$ cat config.mk
export PLATFORM = sky130hd
export DESIGN_NAME = pea_fire_ctrl
export DESIGN_NICKNAME = d
export VERILOG_FILES = /design/src/rtl/pea_pkg.sv /design/src/rtl/pea_cmd_decode.sv /design/src/rtl/pea_fire_ctrl.sv
export SDC_FILE = /design/constraint.sdc
export NUM_CORES = 1
export LEC_CHECK = 0
export CAP_MARGIN = 15
export CELL_PAD_IN_SITES_DETAIL_PLACEMENT = 1
export CELL_PAD_IN_SITES_GLOBAL_PLACEMENT = 2
export CORE_UTILIZATION = 37
export CTS_CLUSTER_SIZE = 25
export DETAILED_ROUTE_END_ITERATION = 8
export DONT_BUFFER_PORTS = 1
export PLACE_DENSITY = 0.86
export SYNTH_ARGS = -nofsm -noshare
export SYNTH_HDL_FRONTEND = slang
export SYNTH_HIERARCHICAL = 1
export SYNTH_SLANG_ARGS = --single-unit
$ cat constraint.sdc
create_clock -name clk -period 4.12 [get_ports clk]
set_input_delay 0.412 -clock clk [delete_from_list [all_inputs] [get_ports clk]]
set_output_delay 0.412 -clock clk [all_outputs]
set_load 0.03 [all_outputs]
$ cat src/rtl/pea_pkg.sv
// ============================================================================
// Module      : pea_pkg
// Description : Shared opcodes, control-token field positions, phase/mode
//               encoding and FSM states for the PEA firing controller.
// Revision    : 1.0 - initial release
// ============================================================================
`default_nettype none

package pea_pkg;

    localparam logic [7:0] OP_STP = 8'h01;
    localparam logic [7:0] OP_EVP = 8'h02;
    localparam logic [7:0] OP_EVB = 8'h03;
    localparam logic [7:0] OP_RST = 8'h04;

    localparam int CMD_HI  = 15;
    localparam int CMD_LO  = 8;
    localparam int ARG1_HI = 7;
    localparam int ARG1_LO = 5;
    localparam int ARG2_HI = 4;
    localparam int ARG2_LO = 0;

    localparam logic [1:0] MODE_CMD  = 2'b00;
    localparam logic [1:0] MODE_COMP = 2'b01;
    localparam logic [1:0] MODE_OUT  = 2'b10;

    // S_* wait for the firing rule, B_* wait for the actor's done
    typedef enum logic [2:0] {
        S_CMD  = 3'd0,
        S_COMP = 3'd1,
        S_OUT  = 3'd2,
        B_CMD  = 3'd3,
        B_COMP = 3'd4,
        B_OUT  = 3'd5
    } state_t;

    function automatic int log2(input int value);
        int r;
        r = 0;
        for (int i = 0; i < 31; i++) begin
            if ((1 << i) < value) r = i + 1;
        end
        return r;
    endfunction

endpackage

`default_nettype wire

$ cat src/rtl/pea_cmd_decode.sv
// ============================================================================
// Module      : pea_cmd_decode
// Description : Combinational control-token decoder: token requirements for
//               the COMP and OUTPUT phases plus an illegal-command flag.
// Revision    : 1.0 - initial release
// ============================================================================
`default_nettype none

module pea_cmd_decode
    import pea_pkg::*;
#(
    parameter int CONTROL_SIZE = 16,
    parameter int NUM_POLY     = 8
) (
    input  logic [CONTROL_SIZE-1:0] i_token,
    output logic [5:0]              o_data_req,
    output logic [5:0]              o_result_req,
    output logic                    o_cmd_err
);

    logic [7:0] w_op;
    logic [2:0] w_arg1;
    logic [4:0] w_arg2;
    logic       w_arg1_bad;

    assign w_op       = i_token[CMD_HI:CMD_LO];
    assign w_arg1     = i_token[ARG1_HI:ARG1_LO];
    assign w_arg2     = i_token[ARG2_HI:ARG2_LO];
    assign w_arg1_bad = ({29'd0, w_arg1} >= 32'(NUM_POLY));

    // Illegal commands request nothing so the controller can skip to OUTPUT
    always_comb begin
        o_data_req   = 6'd0;
        o_result_req = 6'd0;
        o_cmd_err    = 1'b0;
        case (w_op)
            OP_STP: begin
                if (w_arg1_bad) o_cmd_err = 1'b1;
                else            o_data_req = {1'b0, w_arg2} + 6'd1;
            end
            OP_EVP: begin
                if (w_arg1_bad) begin
                    o_cmd_err = 1'b1;
                end else begin
                    o_data_req   = 6'd1;
                    o_result_req = 6'd1;
                end
            end
            OP_EVB: begin
                if (w_arg1_bad || (w_arg2 == 5'd0)) begin
                    o_cmd_err = 1'b1;
                end else begin
                    o_data_req   = {1'b0, w_arg2};
                    o_result_req = {1'b0, w_arg2};
                end
            end
            OP_RST: begin
                o_data_req   = 6'd0;
                o_result_req = 6'd0;
            end
            default: o_cmd_err = 1'b1;
        endcase
    end

endmodule

`default_nettype wire

$ cat src/rtl/pea_fire_ctrl.sv
// ============================================================================
// Module      : pea_fire_ctrl
// Description : Registered firing-rule controller sequencing the PEA actor
//               through GET_COMMAND -> COMP -> OUTPUT with fire/done handshake.
// Revision    : 1.0 - initial release
// ============================================================================
`default_nettype none

module pea_fire_ctrl
    import pea_pkg::*;
#(
    parameter int  CONTROL_SIZE = 16,
    parameter int  BUFFER_SIZE  = 1024,
    parameter int  NUM_POLY     = 8,
    parameter int  STALL_W      = 16,
    localparam int OCC_W        = log2(BUFFER_SIZE) + 1
) (
    input  logic                    clk,
    input  logic                    rst,
    input  logic [OCC_W-1:0]        control_pop,
    input  logic [OCC_W-1:0]        data_pop,
    input  logic [OCC_W-1:0]        result_free_space,
    input  logic [OCC_W-1:0]        status_free_space,
    input  logic [CONTROL_SIZE-1:0] control_in,
    input  logic                    fire,
    input  logic                    done,
    output logic                    enable,
    output logic [1:0]              mode,
    output logic [CONTROL_SIZE-1:0] cmd_reg,
    output logic [5:0]              data_req,
    output logic [5:0]              result_req,
    output logic                    cmd_err,
    output logic                    proto_err,
    output logic [STALL_W-1:0]      stall_cnt
);

    state_t                  r_state;
    state_t                  w_next;
    logic                    r_enable;
    logic [CONTROL_SIZE-1:0] r_cmd_reg;
    logic [5:0]              r_data_req;
    logic [5:0]              r_result_req;
    logic                    r_cmd_err;
    logic                    r_proto_err;
    logic [STALL_W-1:0]      r_stall_cnt;

    logic [5:0]              w_dec_data_req;
    logic [5:0]              w_dec_result_req;
    logic                    w_dec_err;
    logic                    w_rule;
    logic                    w_is_wait;
    logic                    w_fire_ok;
    logic                    w_latch;
    logic                    w_skip_comp;
    logic                    w_proto;
    logic [1:0]              w_mode;

    pea_cmd_decode #(
        .CONTROL_SIZE (CONTROL_SIZE),
        .NUM_POLY     (NUM_POLY)
    ) u_cmd_decode (
        .i_token      (control_in),
        .o_data_req   (w_dec_data_req),
        .o_result_req (w_dec_result_req),
        .o_cmd_err    (w_dec_err)
    );

    // Firing rule per wait state; busy states never qualify
    always_comb begin
        w_rule    = 1'b0;
        w_is_wait = 1'b0;
        case (r_state)
            S_CMD: begin
                w_is_wait = 1'b1;
                w_rule    = (control_pop >= OCC_W'(1));
            end
            S_COMP: begin
                w_is_wait = 1'b1;
                w_rule    = (data_pop >= OCC_W'(r_data_req));
            end
            S_OUT: begin
                w_is_wait = 1'b1;
                w_rule    = (result_free_space >= OCC_W'(r_result_req)) &&
                            (status_free_space >= OCC_W'(1));
            end
            default: begin
                w_is_wait = 1'b0;
                w_rule    = 1'b0;
            end
        endcase
    end

    assign w_fire_ok = fire & r_enable;
    assign w_latch   = w_fire_ok && (r_state == S_CMD);
    assign w_proto   = (fire & ~r_enable) | (done & w_is_wait & ~w_fire_ok);

    // A fire+done in S_CMD must route on the command being latched this edge
    always_comb begin
        if (r_state == S_CMD)
            w_skip_comp = w_dec_err || (control_in[CMD_HI:CMD_LO] == OP_RST);
        else
            w_skip_comp = r_cmd_err || (r_cmd_reg[CMD_HI:CMD_LO] == OP_RST);
    end

    always_comb begin
        w_next = r_state;
        case (r_state)
            S_CMD:  if (w_fire_ok) w_next = done ? (w_skip_comp ? S_OUT : S_COMP) : B_CMD;
            S_COMP: if (w_fire_ok) w_next = done ? S_OUT : B_COMP;
            S_OUT:  if (w_fire_ok) w_next = done ? S_CMD : B_OUT;
            B_CMD:  if (done)      w_next = w_skip_comp ? S_OUT : S_COMP;
            B_COMP: if (done)      w_next = S_OUT;
            B_OUT:  if (done)      w_next = S_CMD;
            default:               w_next = S_CMD;
        endcase
    end

    always_comb begin
        case (r_state)
            S_COMP, B_COMP: w_mode = MODE_COMP;
            S_OUT,  B_OUT:  w_mode = MODE_OUT;
            default:        w_mode = MODE_CMD;
        endcase
    end

    always_ff @(posedge clk) begin
        if (!rst) begin
            r_state      <= S_CMD;
            r_enable     <= 1'b0;
            r_cmd_reg    <= '0;
            r_data_req   <= 6'd0;
            r_result_req <= 6'd0;
            r_cmd_err    <= 1'b0;
            r_proto_err  <= 1'b0;
            r_stall_cnt  <= '0;
        end else begin
            r_state <= w_next;
            // Enable only for a state that is held; a new state re-evaluates first
            r_enable <= w_rule && (w_next == r_state);
            if (w_latch) begin
                r_cmd_reg    <= control_in;
                r_data_req   <= w_dec_data_req;
                r_result_req <= w_dec_result_req;
                r_cmd_err    <= w_dec_err;
            end
            if (w_proto) r_proto_err <= 1'b1;
            if (w_is_wait && !w_rule && (r_stall_cnt != '1))
                r_stall_cnt <= r_stall_cnt + 1'b1;
        end
    end

    assign enable     = r_enable;
    assign mode       = w_mode;
    assign cmd_reg    = r_cmd_reg;
    assign data_req   = r_data_req;
    assign result_req = r_result_req;
    assign cmd_err    = r_cmd_err;
    assign proto_err  = r_proto_err;
    assign stall_cnt  = r_stall_cnt;

endmodule

`default_nettype wire

Figure 1. Drive-strength map (run 1).
Bar = 20 microns.
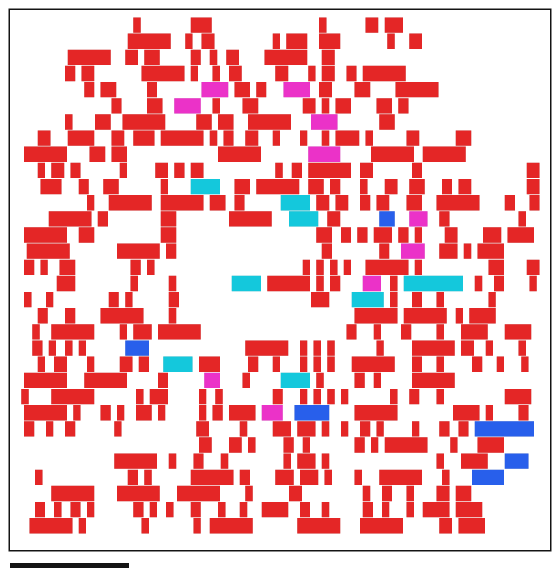
blue -> _3 and _4 cells  # cells 6
cyan -> _6 and larger  # cells 8
magenta -> _2 cells  # cells 10
red -> _0 and _1 cells  # cells 344
Layout area overhead: 5.601%
final instance area: 3090 sq um

Figure 2. Cells colored by class (run 1).
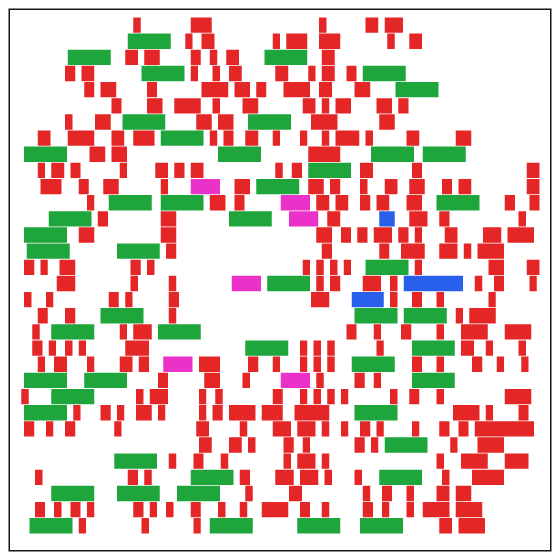
red -> combinational and other logic  # cells 309, share of their area 62%
magenta -> clock drivers and dummy loads  # cells 6, share of their area 2.8%
green -> sequential cells  # cells 50, share of their area 34%
blue -> remaining buffers and delay cells  # cells 3, share of their area 1.7%
FP Rows: 32
fin util: 40.20%
flop share of the area: 32.39%
core area: 7687 sq um

==> impl_metrics.ini, run 1 <==
; physical design summary
[placement]
io_buffers = 0
post-place-ws_ps = 1196

[run]
maxCapViolations = 0

[critical_path]
cp-startpoint = data_req[4]$_SDFFE_PN0P_
cp_data_required_time_ps = 4340
reg2reg_depth = 8
crit_path_end = stall_cnt[3]$_SDFFE_PN0P_
worstSetupEndpointType = flip-flop
path_class = reg2reg
r2r_setup_slack_ps = 1230
cp_num_buf_inv = 1
r2r-start = data_req[4]$_SDFFE_PN0P_

[drt]
wl_per_cell_microns = 16.66
final_antenna_net_count = 0
vias_per_cell = 5.736
first_iter_violations = 63
first_pass_iters = 4

[min_path]
hp-class = in2reg
min_path_cells = 2
worstHoldStart = control_in[7]
hold_path_end = cmd_reg[7]$_SDFFE_PN0P_

[pwr]
ir_worst_vdd_mv = 0.1467
p_per_area_nw_per_um2 = 328.7
finalPower_mw = 1.016

[yosys]
synth_cell_types = 50
ff_type = dfxtp_1
syn-num-nets = 459
synth.most_common_cell = nand2_1
ys_warn_count = 6
synth.avg_cell_area_sq_um = 7.701
yosys_area_sq_um = 2927
synth_top_area_share_pct = 34.20
yosysTopAreaCell = dfxtp_1

[floorplanning]
die_x_microns = 90.94
initCoreUtil_pct = 38.07
die_h_microns = 90.94
die-area_sq_um = 8269

[final_layout]
final_cell_mix = nand2_1 (83), a21oi_1 (51), dfxtp_1 (50)
comb_area_sq_um = 1754
nets = 448

[global_route]
grt_pass1_wl_mm = 12.90
grt_use_total_pct = 19.11

[status]
status = finished, final reports clean

[clock_network]
htreeDepth = 2
cts_resized = 0
cts_tree = done
clk_path_buf_depth = 2

[final_timing]
min_period_over_period_pct = 70.26
Figure 3. Where the registers sit (run 1).
Bar = 20 microns. Other sequential cells in the stronger gray, the rest of the logic in the fainter gray.
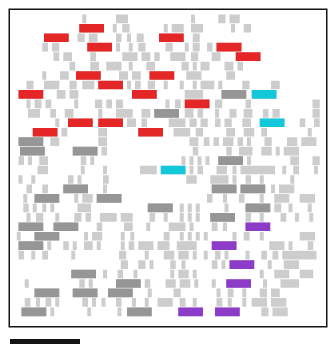
cyan -> r_state  # sequential cells 3
red -> stall_cnt  # sequential cells 16
purple -> data_req  # sequential cells 6
not colored = 25
Reg area: 1001 sq um
Sequential Power: 562 uW

Figure 4. Clock wires, drivers and flops (run 1).
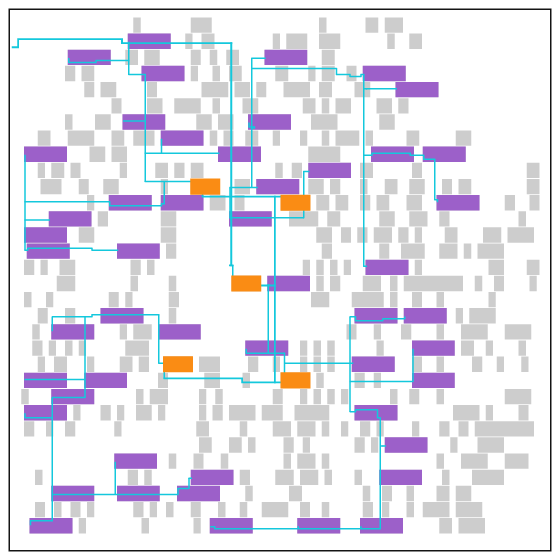
purple -> flip-flops  # count 50
orange -> clock drivers  # count 5
cyan -> clock wires  # length 685 microns
routed clock nets = 6
flops lie = spread over the die
Clock power frac: 28.4%
Clk power: 289 uW
Fin Clk Skew: 7.358 ps
clk_lat worst skew: 300 ps

[run 1: where the power goes]
group	internal, mW	leakage [nW]	total, mW	switching (mW)
combinational	0.0584	0.573	0.165	0.107
sequential	0.503	0.405	0.562	0.0586
clock	0.130	0.0431	0.289	0.159
[run 1: through the flow]
step | hold slack (ps) | area (sq um) | instances | utilization, %
floorplan | 547.2 | 2927 | 380 | -
global placement | 549.1 | 2965 | 462 | 38.57
detailed placement | 560.2 | 2965 | 462 | 38.57
CTS | 236.7 | 3048 | 468 | 39.65
global route | 234.9 | 3090 | 470 | 40.20
finish | 241.7 | 3090 | 470 | 40.20
[run 1: final cells by class]
| type | instances | area share [%] |
|---|---|---|
| clock buffer | 6 | 2.672 |
| tap | 102 | 4.130 |
| multi-input combinational | 289 | 56.76 |
| inverter | 20 | 2.429 |
| timing repair buffer | 3 | 1.619 |
| sequential | 50 | 32.39 |
[run 1: worst reg2reg max path: cells and delay by family, from the launching register on]
kind / cells / cell delay [ps]
and+or+nand+nor: 1 / 570
buffers and inverters: 1 / 80
AOI/OAI and AO/OA: 5 / 1320
adders and majority gates: 1 / 310
DFF: 1 / 540
[run 1: logic make-up (layout without fill, tap and decap cells)]
logic type	count (synthesis)	after routing	share of synthesized area (%)
AOI/OAI and AO/OA	91	91	20.01
DFF	50	50	34.20
adders and majority gates	15	15	6.413
other	1	1	0.1281
buffers and inverters	41	29	5.942
muxes	5	5	1.710
xor gates and xnor gates	4	4	1.197
and+or+nand+nor	173	173	30.40
[run 1: metal layers]
metal	wire length, microns	vias to the layer above	track usage [%]
li1	-	1317	-
met1	3743	1300	25.36
met2	3513	74	30.93
met3	505	5	5.360
met4	68	0	3.968
met5	0	-	0
Figure 5. Clock wiring as the flow saved it (run 1).
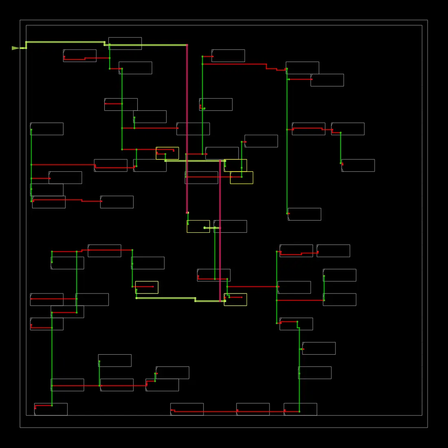

==> run 2: changes to the inputs <==
Settings changed: CORE_UTILIZATION 37 to 34, PLACE_DENSITY 0.86 to 0.81.
Clock period 4.12 ns to 2.7 ns, I/O delays scaled along.
Figure 6. Clock wiring as the flow saved it (run 2).
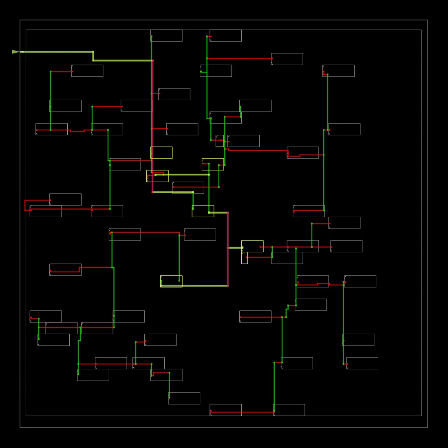
clkbuf count: 7
Num Clock Sinks: 50
Fin Clk Skew: 5.216 ps
Clk power: 462 uW

Figure 7. Drive-strength map (run 2).
Bar = 20 microns.
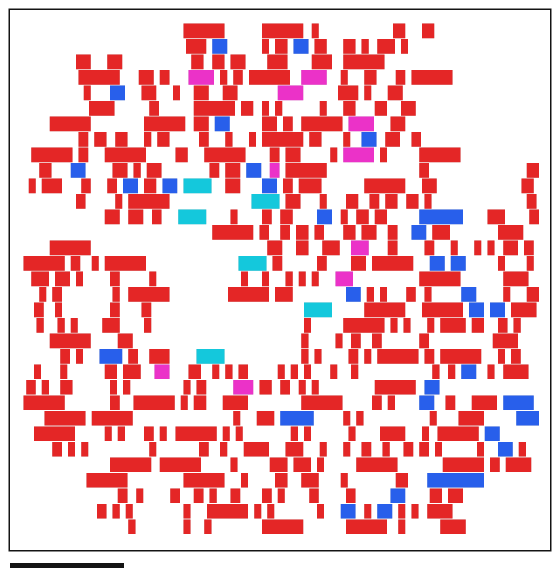
blue -> _3 and _4 cells  # cells 32
magenta -> _2 cells  # cells 10
cyan -> _6 and larger  # cells 6
red -> _0 and _1 cells  # cells 345
Layout area overhead: 11.33%
worst setup margin: 143.9 ps
final instance area: 3258 sq um

==> run 2 against run 1 <==
Net effect:
- fmax rose by 13%
- sequential cell count did not move
- combinational power rose by 58%
- routed wire length rose by 2.4%
==> impl_metrics.ini, run 2 <==
; physical design summary
[critical_path]
reg2reg_depth = 8
cp_data_required_time_ps = 2930
path_class = reg2reg
cp_num_buf_inv = 1
r2r_setup_slack_ps = 140
worstSetupEndpointType = flip-flop

[floorplanning]
die_x_microns = 94.78
core_sq_um = 8258
die-area_sq_um = 8982

[yosys]
fa_ha_area_share_pct = 6.413
topCombFamilyByArea = simple AND/OR/NAND/NOR gates
ff_type = dfxtp_1
ys_sh_mux_pct = 1.710
xor_area_share_pct = 1.197
synth_top_area_share_pct = 34.20
synth.cellmix.compoundShare_pct = 20.01
synth.avg_cell_area_sq_um = 7.701
yosysTopAreaCell = dfxtp_1
synth.most_common_cell = nand2_1
synth_cell_types = 50

[final_layout]
final_util_pct = 39.45

[min_path]
min_path_cells = 2

[global_route]
use_met2_pct = 28.42
grt_use_met3_pct = 5.072
busiest_layer = met2
met1_usage_pct = 23.57

[drt]
first_iter_violations = 122
first_pass_iters = 4
met1_length_mm = 3.729

[clock_network]
htreeDepth = 2
clk_latency_ps = 300
clk_path_buf_depth = 2

[status]
status = finished, final reports clean

[final_timing]
min_period_over_period_pct = 94.67

[pwr]
p_sw_uw = 507.1
comb_power_share_pct = 16.6
intPower_mw = 1.069
## run 2: per-stage QoR
| step | setup WS (ps) | cells | instance area, sq um | hold slack [ps] |
|---|---|---|---|---|
| global route | 4.429 | 498 | 3258 | 77.58 |
| finish | 143.9 | 498 | 3258 | 96.23 |
| CTS | 41.70 | 498 | 3248 | 89.11 |
| detailed placement | 66.81 | 490 | 3157 | 415.8 |
| floorplan | 181.1 | 380 | 2927 | 405.2 |
| global placement | 168.5 | 490 | 3157 | 407.3 |
## run 2: worst max-delay path by stage
stage / from / to / slack (ps) / cells after the start
after floorplan: data_req[4]$_SDFFE_PN0P_ / stall_cnt[6]$_SDFFE_PN0P_ / 180 / 10
after global placement: data_req[4]$_SDFFE_PN0P_ / stall_cnt[5]$_SDFFE_PN0P_ / 170 / 8
after detailed placement: data_req[4]$_SDFFE_PN0P_ / stall_cnt[3]$_SDFFE_PN0P_ / 70 / 8
after CTS: data_req[4]$_SDFFE_PN0P_ / stall_cnt[3]$_SDFFE_PN0P_ / 40 / 8
after global routing: data_req[4]$_SDFFE_PN0P_ / stall_cnt[13]$_SDFFE_PN0P_ / 4 / 8
final: data_req[4]$_SDFFE_PN0P_ / stall_cnt[3]$_SDFFE_PN0P_ / 140 / 8
## run 2: repair_timing
item,CTS,global route
resized,0,1
hold buffers,0,0
endpoints found under the setup margin,0,9
## run 2: cell type report
type	count	area (sq um)	area share (%)
clock buffers	7	86.33	2.650
clock inverters	1	5.005	0.1536
inverters	20	75.07	2.304
multi-input cells	289	1764	54.15
flip-flops and latches	50	1001	30.72
well taps	105	131.4	4.032
repair buffers	26	195.2	5.991
## run 2: worst register-to-register path: cells and delay by family (launching register included)
family,cells,cell delay (ps)
compound gates,5,1270
simple gates,1,550
flops,1,340
fa+ha+maj,1,300
buf+inv,1,40
No activity file was given, so power comes from the tool's default toggle rates.
